$ cat config.mk
export PLATFORM = sky130hd
export DESIGN_NAME = dut_port_arbiter
export DESIGN_NICKNAME = d
export VERILOG_FILES = /design/src/rtl/dut_arb_pkg.sv /design/src/rtl/dut_port_arbiter_rr.sv /design/src/rtl/dut_port_arbiter.sv
export SDC_FILE = /design/constraint.sdc
export NUM_CORES = 1
export LEC_CHECK = 0
export CAP_MARGIN = 40
export CORE_ASPECT_RATIO = 0.5
export CORE_UTILIZATION = 30
export DETAILED_ROUTE_END_ITERATION = 16
export SYNTH_ARGS = -nofsm -noshare
export SYNTH_HDL_FRONTEND = slang
export SYNTH_SLANG_ARGS = --single-unit
$ cat constraint.sdc
create_clock -name CLK -period 6.1 [get_ports CLK]
set_input_delay 1.22 -clock CLK [delete_from_list [all_inputs] [get_ports CLK]]
set_output_delay 1.22 -clock CLK [all_outputs]
set_load 0.02 [all_outputs]
$ cat src/rtl/dut_arb_pkg.sv
// Shared constants and round-robin pointer helpers for the DUT port arbiter.
package dut_arb_pkg;

   localparam int ADDR_W  = 3;
   localparam int DATA_W  = 1;
   localparam int STAT_W  = 16;
   localparam int MAX_REQ = 8;

   // Wide enough for the largest supported requester count.
   typedef logic [2:0] ptr_t;

   function automatic ptr_t rr_wrap(input ptr_t base, input int off, input int n);
      int s;
      s = int'(base) + off;
      if (s >= n) s = s - n;
      return ptr_t'(s);
   endfunction

   function automatic ptr_t rr_next_ptr(input ptr_t idx, input int n);
      return rr_wrap(idx, 1, n);
   endfunction

endpackage

$ cat src/rtl/dut_port_arbiter_rr.sv
// Round-robin arbiter: one-hot grant searched from the pointer upward, pointer
// advances past the winner. Grants are forced off while reset is asserted.
module rr_arbiter
   import dut_arb_pkg::*;
#(
   parameter int N = 2
) (
   input  logic         CLK,
   input  logic         RST_N,
   input  logic         en,
   input  logic [N-1:0] valid,
   output logic [N-1:0] gnt
);

   ptr_t ptr_q, ptr_d;
   ptr_t idx;
   logic found;

   always_comb begin
      gnt   = '0;
      ptr_d = ptr_q;
      found = 1'b0;
      idx   = '0;
      for (int k = 0; k < N; k++) begin
         idx = rr_wrap(ptr_q, k, N);
         for (int i = 0; i < N; i++) begin
            if (!found && en && RST_N && valid[i] && (idx == ptr_t'(i))) begin
               gnt[i] = 1'b1;
               ptr_d  = rr_next_ptr(idx, N);
               found  = 1'b1;
            end
         end
      end
   end

   always_ff @(posedge CLK or negedge RST_N) begin
      if (!RST_N) ptr_q <= '0;
      else        ptr_q <= ptr_d;
   end

endmodule

$ cat src/rtl/dut_port_arbiter.sv
// Shares one DUT write port and one read port among NUM_REQ requesters with
// independent round-robin arbiters. Optional grant counters: PORT_ARB_STATS_EN.
module dut_port_arbiter #(
   parameter int NUM_REQ = 2,
   parameter int ADDR_W  = dut_arb_pkg::ADDR_W,
   parameter int DATA_W  = dut_arb_pkg::DATA_W
) (
   input  logic                        CLK,
   input  logic                        RST_N,
   input  logic [NUM_REQ-1:0]          req_wr_valid,
   input  logic [NUM_REQ*ADDR_W-1:0]   req_wr_addr,
   input  logic [NUM_REQ*DATA_W-1:0]   req_wr_data,
   output logic [NUM_REQ-1:0]          req_wr_ready,
   input  logic [NUM_REQ-1:0]          req_rd_valid,
   input  logic [NUM_REQ*ADDR_W-1:0]   req_rd_addr,
   output logic [NUM_REQ-1:0]          req_rd_ready,
   output logic [NUM_REQ-1:0]          rsp_rd_valid,
   output logic [DATA_W-1:0]           rsp_rd_data,
   output logic [ADDR_W-1:0]           write_address,
   output logic [DATA_W-1:0]           write_data,
   output logic                        write_en,
   input  logic                        write_rdy,
   output logic [ADDR_W-1:0]           read_address,
   output logic                        read_en,
   input  logic [DATA_W-1:0]           read_data,
`ifdef PORT_ARB_STATS_EN
   input  logic                                    stat_clr,
   output logic [NUM_REQ*dut_arb_pkg::STAT_W-1:0]  stat_wr_grants,
   output logic [NUM_REQ*dut_arb_pkg::STAT_W-1:0]  stat_rd_grants,
`endif
   input  logic                        read_rdy
);

   logic [NUM_REQ-1:0] wgnt, rgnt;
   logic [NUM_REQ-1:0] rsp_vld_q, rsp_vld_d;
   logic [DATA_W-1:0]  rsp_data_q, rsp_data_d;

   rr_arbiter #(.N(NUM_REQ)) u_wr_arb (
      .CLK   (CLK),
      .RST_N (RST_N),
      .en    (write_rdy),
      .valid (req_wr_valid),
      .gnt   (wgnt)
   );

   rr_arbiter #(.N(NUM_REQ)) u_rd_arb (
      .CLK   (CLK),
      .RST_N (RST_N),
      .en    (read_rdy),
      .valid (req_rd_valid),
      .gnt   (rgnt)
   );

   assign req_wr_ready = wgnt;
   assign req_rd_ready = rgnt;
   assign write_en     = |wgnt;
   assign read_en      = |rgnt;

   // Grants are one-hot, so OR-ing the selected slices is a plain mux.
   always_comb begin
      write_address = '0;
      write_data    = '0;
      read_address  = '0;
      for (int i = 0; i < NUM_REQ; i++) begin
         if (wgnt[i]) begin
            write_address = write_address | req_wr_addr[i*ADDR_W +: ADDR_W];
            write_data    = write_data    | req_wr_data[i*DATA_W +: DATA_W];
         end
         if (rgnt[i]) read_address = read_address | req_rd_addr[i*ADDR_W +: ADDR_W];
      end
   end

   always_comb begin
      rsp_vld_d  = rgnt;
      rsp_data_d = read_en ? read_data : rsp_data_q;
   end

   always_ff @(posedge CLK or negedge RST_N) begin
      if (!RST_N) begin
         rsp_vld_q  <= '0;
         rsp_data_q <= '0;
      end else begin
         rsp_vld_q  <= rsp_vld_d;
         rsp_data_q <= rsp_data_d;
      end
   end

   assign rsp_rd_valid = rsp_vld_q;
   assign rsp_rd_data  = rsp_data_q;

`ifdef PORT_ARB_STATS_EN
   localparam int SW = dut_arb_pkg::STAT_W;

   logic [NUM_REQ-1:0][SW-1:0] wcnt_q, wcnt_d, rcnt_q, rcnt_d;

   // Saturating per-requester grant counters; clear beats a same-cycle grant.
   always_comb begin
      wcnt_d = wcnt_q;
      rcnt_d = rcnt_q;
      for (int i = 0; i < NUM_REQ; i++) begin
         if (stat_clr) begin
            wcnt_d[i] = '0;
            rcnt_d[i] = '0;
         end else begin
            if (wgnt[i] && (wcnt_q[i] != '1)) wcnt_d[i] = wcnt_q[i] + SW'(1);
            if (rgnt[i] && (rcnt_q[i] != '1)) rcnt_d[i] = rcnt_q[i] + SW'(1);
         end
      end
   end

   always_ff @(posedge CLK or negedge RST_N) begin
      if (!RST_N) begin
         wcnt_q <= '0;
         rcnt_q <= '0;
      end else begin
         wcnt_q <= wcnt_d;
         rcnt_q <= rcnt_d;
      end
   end

   assign stat_wr_grants = wcnt_q;
   assign stat_rd_grants = rcnt_q;
`endif

endmodule
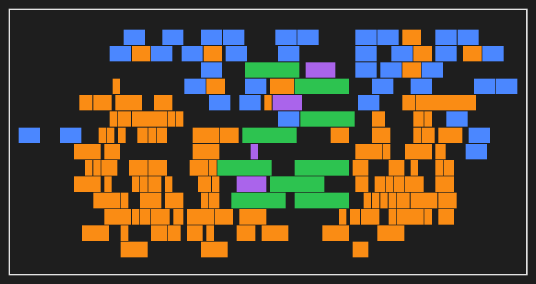
cell_classes.png
Scale: 6 px per um.
Key: blue = other buffers and delay cells [cells 38]; purple = clock drivers and dummy loads [cells 4]; green = flops [cells 9]; orange = all other logic [cells 111]

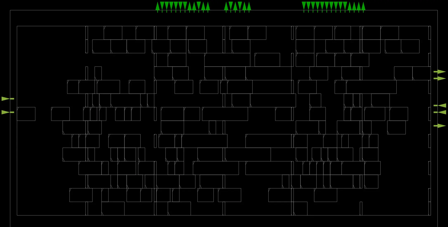
final_placement.png
final-layout fill cell count: 301
Tapcells: 48
flop share of the area: 0.147
registers: 9
Cell Rows: 14

==> Slide: Implementation Results <==
Key Metrics from the Run

Run status
  • Status: complete, no violations

Setup path
  • Crit path DAT: 3.66 ns
  • R2r worst-path depth: 10
  • Crit end category: output port
  • Reg2Reg Setup Slack: 3.31 ns
  • Critical register-to-register path startpoint: u_rd_arb.ptr_q[0]
  • Worst path slowest cell: clkdlybuf4s50_1
  • CP most frequent cell: clkdlybuf4s50_1
  • Startpoint types: input pin
  • Largest stage delay on the critical path: 0.76 ns
  • Max FO, Critical Path: 12
  • Delay-heaviest family, CP: buffers and inverters
  • Critical path cell sequence: clkdlybuf4s50_1 -> nand2_1 -> o41ai_2 -> a22o_1 -> clkdlybuf4s50_1
  • CP required: 4.88 ns
  • Worst path depth: 5
  • End of the worst register-to-register path: rsp_rd_data

Finish
  • Share of layout cells above drive strength 1: 0.0679
  • Most instantiated logic cells after routing: clkdlybuf4s50_1, ha_1, nand2_1
  • ANT cells: 0
  • Most frequent logic cell in the layout: clkdlybuf4s50_1

Clocking
  • Hold buffers post-CTS: 0
  • Root buf cell: clkbuf_8
  • Worst skew pair latency: 0.23 ns
  • Post-CTS Setup Inserts: 0
  • Post-cts gate resize count: 0
  • H-tree level count: 1
  • Clock Sinks: 9
  • Reg clk slew, reported paths: 0.05 ns

Global route
  • First-pass GRT wire length: 4060 um
  • Antenna violations before repair: 0
  • Met2 usage: 0.230
  • GR peak layer: met2
  • Met3 usage: 0.0133
  • GRT Util Overall: 0.134
  • Largest net degree at the start of global routing: 13
  • Met1 Usage GRT: 0.185
  • Total grt overflow: 0
  • Vias in the first global route: 925

Drt
  • Via count: 1001
  • Uppermost layer routed: met4
  • Drt first pass iters: 4
  • M1 wire length: 1280 um
  • Routed len/inst: 11.9 um
  • Met2 wire length: 1120 um
  • Residual DRC count: 0
  • Initial DRC count: 38
  • Met3 wire length: 72 um
  • Antenna Nets Post-Route: 0
  • Final WL: 2490 um

Place
  • PortBufs: 38
  • HPWL after DPL: 2030 um
  • RePlAce Congestion: 0.778

Timing
  • Final period util: 0.801
  • PnR worst setup slack: 1.22 ns
  • Worst slew margin: 0.664
  • Final min period: 4.88 ns
  • Setup_tns: 0 ns
  • Actual slew at the worst max-slew pin: 0.498 ns
  • Fmax: 205 MHz
  • RSZ-0062 raised after global routing: no
  • Clock skew: 0.00487 ns
  • Setup Viol. Count Final: 0
  • Count of pins over their slew limit: 0

Synthesis
  • Share of synthesized registers carrying an async set or reset: 1.00
  • Area figure in the yosys stat output: 1060 sq um
  • Syn avg cell area: 8.68 sq um
  • Post-synth EDFFs: 0
  • Syn Nets: 162
  • Ys cells: 122
  • Syn. warnings: 0
  • Area of the mapped netlist: 1060 sq um
  • Dominant flop cell: dfrtp_1
  • Ys flops: 9
  • Synth cell types: 42
  • Gate Count Post-Synth: 122
  • Seq share, synth: 0.213

Power and ir drop
  • Pwr Total: 0.148 mW
  • Max VDD drop: 0.0532 mV
  • PD cells: 96.4 nW/um^2
  • P_leak: 0.670 nW

Hold path
  • Hold crit path type: reg -> reg
  • Hold path start: rsp_rd_data
  • Hold EP: rsp_rd_data

Floorplanning
  • Die Y: 44 um
  • Die X-Extent: 86.0 um
  • Core ar.: 3170 sq um

Run
  • Max Cap Violations: 0
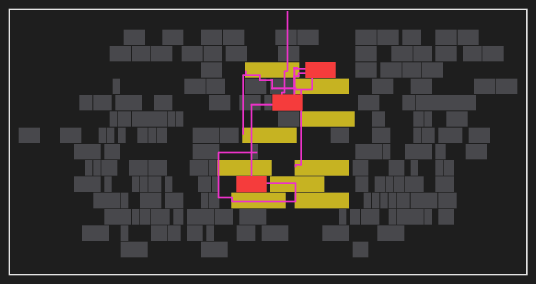
clock_map.png
Scale: 6 px per um.
Key: yellow = flip-flops [count 9]; red = cells driving clock nets [count 3]; magenta = clock wires [length 135 um]
There are 4 routed clock nets.

==> cell usage after synthesis (2+ instances only) <==
cell type | instances | area share
o31ai_1 | 2 | 0.014
a211o_1 | 2 | 0.017
nor3b_1 | 2 | 0.014
a31oi_1 | 2 | 0.012
nand4b_1 | 2 | 0.017
xor2_1 | 2 | 0.017
a22o_1 | 7 | 0.058
dfrtp_1 | 9 | 0.21
mux2_2 | 2 | 0.021
a21oi_1 | 4 | 0.019
inv_1 | 11 | 0.039
nor2_1 | 9 | 0.032
nand2_1 | 15 | 0.053
and2_1 | 2 | 0.012
xnor2_1 | 5 | 0.041
nand3_1 | 3 | 0.014
ha_1 | 17 | 0.20
o21ai_0 | 2 | 0.0095
==> flip-flops by register name, summed over array words and instances, names as in the netlist <==
name            count
u_wr_arb.ptr_q      3
rsp_rd_valid        2
rsp_rd_data         1
u_rd_arb.ptr_q      3
==> through the flow <==
step	instance area [sq um]	instances	hold slack [ns]	util
floorplan	1060	122	0.562	-
global placement	1490	206	0.502	0.470
detailed placement	1490	206	0.509	0.470
CTS	1540	210	0.523	0.484
global route	1540	210	0.544	0.484
finish	1540	210	0.544	0.484
==> power breakdown <==
group          switching, mW  internal (mW)
Sequential                 0         0.0599
Combinational        0.00562         0.0133
Clock                 0.0236         0.0456
Total                 0.0292          0.119
==> kinds of logic (layout without fill, tap and decap cells) <==
group	after synthesis	after routing	synth area share
mux	2	2	0.0213
flops	9	9	0.213
xor+xnor	7	7	0.0579
fa+ha+maj	17	17	0.201
buf+inv	13	53	0.0473
compound gates	31	31	0.247
simple gates	43	43	0.213
==> final cells by class <==
type                    count  area [sq um]
fillers                   301          1640
inverters                  11          41.3
flip-flops and latches      9           225
multi-input cells         100           783
repair buffers             38           380
clock buffers               4          45.0
well taps                  48          60.1
Power and IR drop assume default switching activity.
